$ cat src/rtl/dft_pkg.sv
// Shared DFT probe-network types: observe/inject cell state encoding and parity helper.
package dft_pkg;

  typedef enum logic {
    DFT_IDLE  = 1'b0,
    DFT_SHIFT = 1'b1
  } dft_state_e;

  // Even parity over a zero-extended word; zero padding does not change the result.
  function automatic logic even_parity(input logic [63:0] v);
    return ^v;
  endfunction

endpackage

$ cat src/rtl/dft_tdo_observe.sv
// Serial observe cell: captures WIDTH probe nets on a strobe and shifts them out LSB-first on tdo.
// Define DFT_TDO_PARITY_EN to append an even-parity bit after the last probe bit.
module dft_tdo_observe
  import dft_pkg::*;
#(
  parameter int WIDTH = 8
) (
  input  logic             clk,
  input  logic             rst,
  input  logic             ten,
  input  logic             cap,
  input  logic             shen,
  input  logic [WIDTH-1:0] probe,
  output logic             tdo,
  output logic             busy,
  output logic             done,
  input  logic             CELV,
  input  logic             CELG,
  input  logic             CELSUB
);

`ifdef DFT_TDO_PARITY_EN
  localparam int NB = WIDTH + 1;
`else
  localparam int NB = WIDTH;
`endif
  localparam int CW = $clog2(WIDTH + 2);
  localparam logic [CW-1:0] LAST = CW'(NB - 1);

  dft_state_e    state, state_nxt;
  logic [NB-1:0] sreg, sreg_nxt, cap_word;
  logic [CW-1:0] cnt, cnt_nxt;
  logic          tdo_nxt, done_nxt;

  // Supply/substrate pins exist only for netlist parity.
  logic unused_supply;
  assign unused_supply = ^{CELV, CELG, CELSUB};

`ifdef DFT_TDO_PARITY_EN
  assign cap_word = {even_parity(64'(probe)), probe};
`else
  assign cap_word = probe;
`endif

  always_comb begin
    state_nxt = state;
    sreg_nxt  = sreg;
    cnt_nxt   = cnt;
    tdo_nxt   = 1'b0;
    done_nxt  = 1'b0;
    if (!ten) begin
      // Abort wins over cap/shen; no done pulse.
      state_nxt = DFT_IDLE;
    end else begin
      case (state)
        DFT_IDLE: begin
          if (cap) begin
            sreg_nxt  = cap_word;
            cnt_nxt   = '0;
            state_nxt = DFT_SHIFT;
            tdo_nxt   = probe[0];
          end
        end
        DFT_SHIFT: begin
          tdo_nxt = tdo;
          if (shen) begin
            sreg_nxt = sreg >> 1;
            cnt_nxt  = cnt + 1'b1;
            if (cnt == LAST) begin
              state_nxt = DFT_IDLE;
              done_nxt  = 1'b1;
              tdo_nxt   = 1'b0;
            end else begin
              tdo_nxt = sreg[1];
            end
          end
        end
        default: state_nxt = DFT_IDLE;
      endcase
    end
  end

  always_ff @(posedge clk) begin
    if (rst) begin
      state <= DFT_IDLE;
      sreg  <= '0;
      cnt   <= '0;
      tdo   <= 1'b0;
      done  <= 1'b0;
    end else begin
      state <= state_nxt;
      sreg  <= sreg_nxt;
      cnt   <= cnt_nxt;
      tdo   <= tdo_nxt;
      done  <= done_nxt;
    end
  end

  assign busy = (state == DFT_SHIFT);

endmodule

$ cat config.mk
export PLATFORM = sky130hd
export DESIGN_NAME = dft_tdo_observe
export DESIGN_NICKNAME = d
export VERILOG_FILES = /design/src/rtl/dft_pkg.sv /design/src/rtl/dft_tdo_observe.sv
export SDC_FILE = /design/constraint.sdc
export NUM_CORES = 1
export LEC_CHECK = 0
export CORE_UTILIZATION = 40
export CTS_CLUSTER_SIZE = 14
export DETAILED_ROUTE_END_ITERATION = 6
export GPL_ROUTABILITY_DRIVEN = 1
export PLACE_DENSITY = 0.69
export SLEW_MARGIN = 20
export SYNTH_ARGS = -nofsm -noshare
export SYNTH_HDL_FRONTEND = slang
export SYNTH_SLANG_ARGS = --single-unit
$ cat constraint.sdc
create_clock -name clk -period 3.5 [get_ports clk]
set_clock_uncertainty 0.1 [all_clocks]
set_input_delay 0.7 -clock clk [delete_from_list [all_inputs] [get_ports clk]]
set_output_delay 0.7 -clock clk [all_outputs]
set_load 0.05 [all_outputs]
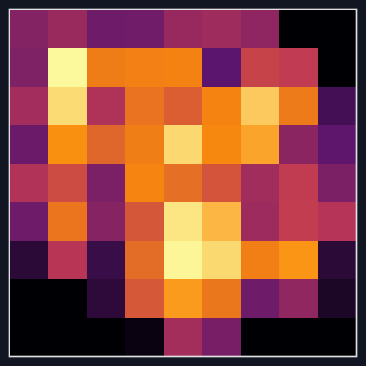
Fig. 1. Placement density heat map.
Scale: 8 px per µm. 9 x 9 tiles, from black (low) to pale yellow (high), 0 to 100% covered.
The mean over all tiles is 46%. The emptiest ninth of the die: bottom left. The densest ninth of the die: middle. 14% of the tiles are nearly empty. The fullest tile reaches 99%.

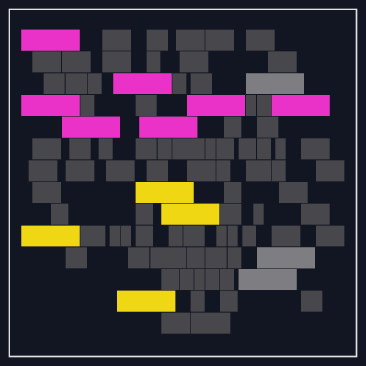
Fig. 2. Register map, names as in the netlist.
Scale: 8 px per µm. Other sequential cells in the stronger gray, the rest of the logic in the fainter gray.
Key: yellow = `cnt` [placed flops 4]; magenta = `sreg` [placed flops 7]
Another 3 sequential cells are not colored.
register area: 280 µm²
fraction of area in registers: 0.322
utilization after layout: 0.564

==> results.py <==
# Flow results
metrics = {
    "logic_synthesis": {
        "synth_area_um2": 679,
        "ys_cells": 76,
        "synth_area_per_cell_um2": 8.94,
        "postSynthSeqShare": 0.413,
        "numSynthFlops": 14,
        "syn_inst": 76,
        "yosysUniqueCellTypes": 25,
        "top_area_frac": 0.413,
        "yosys_warnings": 0,
        "fp_nets": 93,
        "synth_chip_area_um2": 679,
        "area_leaders": "dfxtp_1, mux2i_1, a21oi_1",
    },
    "die": {
        "die_area_um2": 1870,
        "rows": 14,
        "core_um2": 1540,
        "die_h_um": 43.2,
        "ioPinCount": 19,
        "initial_core_util": 0.441,
    },
    "cts": {
        "htreeDepth": 1,
        "cts_hold_buffers": 0,
        "post_cts_resized": 0,
        "cts_root_buf": "clkbuf_4",
        "clk_pin_slew_ps": 90,
        "cts_setup_buffers": 0,
        "cts_tree": "built",
        "clk_latency_ps": 290,
    },
    "detailed_routing": {
        "finalWirelength_um": 1410,
        "antenna_left": 0,
        "drtIter0Drc": 7,
        "viasPerCell": 5.81,
        "vias": 627,
        "drtPass1Iterations": 3,
    },
    "layout": {
        "layout.nets": 110,
        "num-fill-cells": 145,
        "syn2layout_area_growth_pct": 28.0,
        "drive_above_1_share": 0.0652,
        "num_antenna_cells": 0,
    },
    "critical_path": {
        "start_kind": "flop",
        "cp.arrival_ps": 1700,
        "cp_max_fo": 20,
        "crit_type": "reg2out",
        "cp.required_ps": 2700,
        "end_kind": "output port",
    },
    "placement": {
        "port_buffers": 15,
        "post-place-ws_ps": 1150,
        "place_congestion": 0.745,
    },
    "final_timing": {
        "period_used_share": 0.715,
        "rsz0062_at_grt": "no",
        "relSlewSlack": 0.656,
        "post-route-worst-setup-slack_ps": 997,
        "period_needed_ps": 2500,
        "hold_violations": 0,
        "setup_viol": 0,
        "setup_tns_ps": 0,
        "tightestPinTransition_ps": 515,
    },
    "grt": {
        "antenna_found_initial": 0,
        "grt_overflow": 0,
        "track_usage": 0.174,
        "use_met3": 0.0596,
        "grt_max_degree": 21,
        "grt_pass1_wl_um": 2430,
        "grt.met1_usage": 0.248,
    },
    "job": {
        "log.warning_count": 29,
        "cap_violations": 0,
    },
    "pwr": {
        "p_leak_nw": 0.290,
        "peakVddDrop_mv": 0.187,
    },
    "min_path": {
        "hold_class": "reg2reg",
    },
    "status": {
        "status": "finished clean",
    },
}
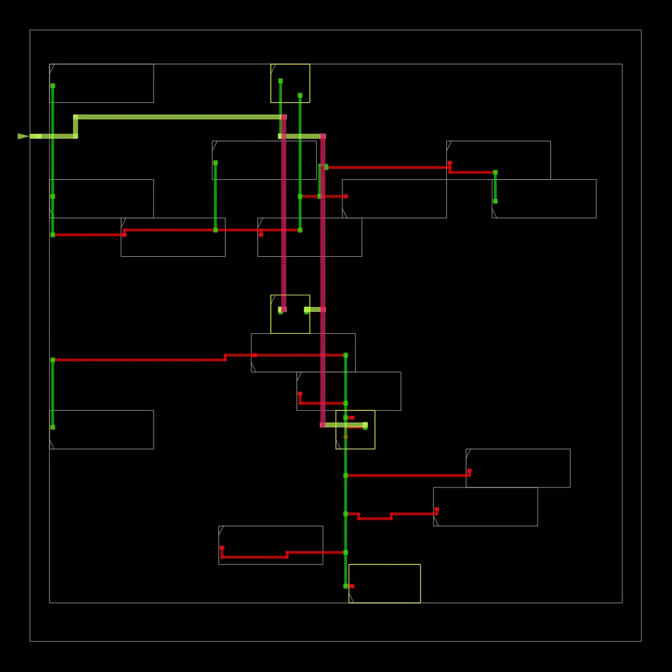
Fig. 3. Clock nets.
Clock group: 0.120 mW
# clock sinks: 14
clk_buf instances: 4
CTS buffer count: 3

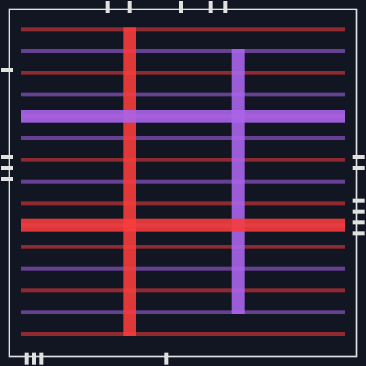
Fig. 4. Supply network.
Scale: 8 px per µm. Pins as bars on the die edge.
Key: red = VSS; purple = VDD
The core has 14 rows. 19 signal pins sit on the boundary.

==> cell usage after synthesis <==
cell / count
nor2b_1: 2
inv_1: 2
buf_6: 1
nand3b_1: 3
nand3_1: 1
nand4_1: 2
a21oi_1: 10
nand4b_1: 1
nand2_1: 4
buf_2: 1
o21ai_0: 4
ha_1: 1
a21o_1: 1
a211oi_1: 6
a221oi_1: 1
nand2b_1: 1
mux2_2: 1
or3_1: 2
nor3b_1: 1
nor3_1: 2
nor2_1: 3
dfxtp_1: 14
a31oi_1: 3
mux2i_1: 7
clkbuf_1: 2
==> sequential cells by signal (all words and copies together), names as in the netlist <==
| name | flops |
|---|---|
| tdo | 1 |
| sreg | 7 |
| busy | 1 |
| done | 1 |
| cnt | 4 |
==> worst max-delay path, stage by stage, from the launching register on <==
cell and delay (ps):
dfxtp_1 320, buf_4 250, clkdlybuf4s50_1 850
==> power by group <==
part	internal, mW	switching [mW]
registers	0.166	0.00364
clock network	0.0634	0.0562
logic	0.0266	0.0270
==> area by class of cell <==
cell class                      count  area, µm²  area share
Clock buffer                        4       36.3      0.0417
Inverter                            2       7.51     0.00863
Multi-Input combinational cell     56        368       0.423
Timing Repair Buffer               16        158       0.181
Tap cell                           16       20.0      0.0230
Sequential cell                    14        280       0.322
==> placed cells by master (no fill, tap or decap), drive strengths merged <==
master	Yosys	routed
clkbuf	2	4
a211oi	6	6
nand4b	1	1
nor3b	1	1
nand3	1	1
mux2	1	1
nor2	3	3
nor3	2	2
a31oi	3	3
a21oi	10	10
nand3b	3	3
o21ai	4	4
inv	2	2
nand2b	1	1
nand2	4	4
dfxtp	14	14
or3	2	2
buf	2	1
nor2b	2	2
mux2i	7	7
ha	1	1
a21o	1	1
a221oi	1	1
clkdlybuf4s50	0	15
nand4	2	2
==> final timing paths <==
kind                    start                    to  slack (ps)  cells after the start
min          tdo$_SDFFE_PP0P_      tdo$_SDFFE_PP0P_         380                      2
min reg2reg  tdo$_SDFFE_PP0P_      tdo$_SDFFE_PP0P_         380                      2
max reg2reg   busy$_SDFF_PP0_  sreg[4]$_SDFFE_PP0P_        1920                      4
max           busy$_SDFF_PP0_                  busy        1000                      2
==> stage by stage <==
| stage | hold WS, ps | total power [mW] | instance area (µm²) | utilization | cells |
|---|---|---|---|---|---|
| after floorplan | 350 | 0.205 | 679 | - | 76 |
| after global placement | 359 | 0.227 | 833 | 0.541 | 104 |
| after detailed placement | 375 | 0.227 | 833 | 0.541 | 104 |
| after CTS | 389 | 0.347 | 870 | 0.564 | 108 |
| after global routing | 405 | 0.356 | 870 | 0.564 | 108 |
| final | 380 | 0.343 | 870 | 0.564 | 108 |
==> logic make-up (layout without fill, tap and decap cells) <==
family | after synthesis | after routing | share of synthesized area
compound gates | 25 | 25 | 0.221
flops | 14 | 14 | 0.413
fa+ha+maj | 1 | 1 | 0.0184
buf+inv | 6 | 22 | 0.0460
simple gates | 22 | 22 | 0.182
mux | 8 | 8 | 0.120
==> routing by layer <==
| metal | vias to the layer above | routed length (µm) |
|---|---|---|
| li1 | 318 | - |
| met1 | 291 | 725 |
| met2 | 13 | 583 |
| met3 | 5 | 63 |
| met4 | 0 | 34 |
| met5 | - | 0 |
Power figures rest on the tool's default switching activity, not on a simulated workload.
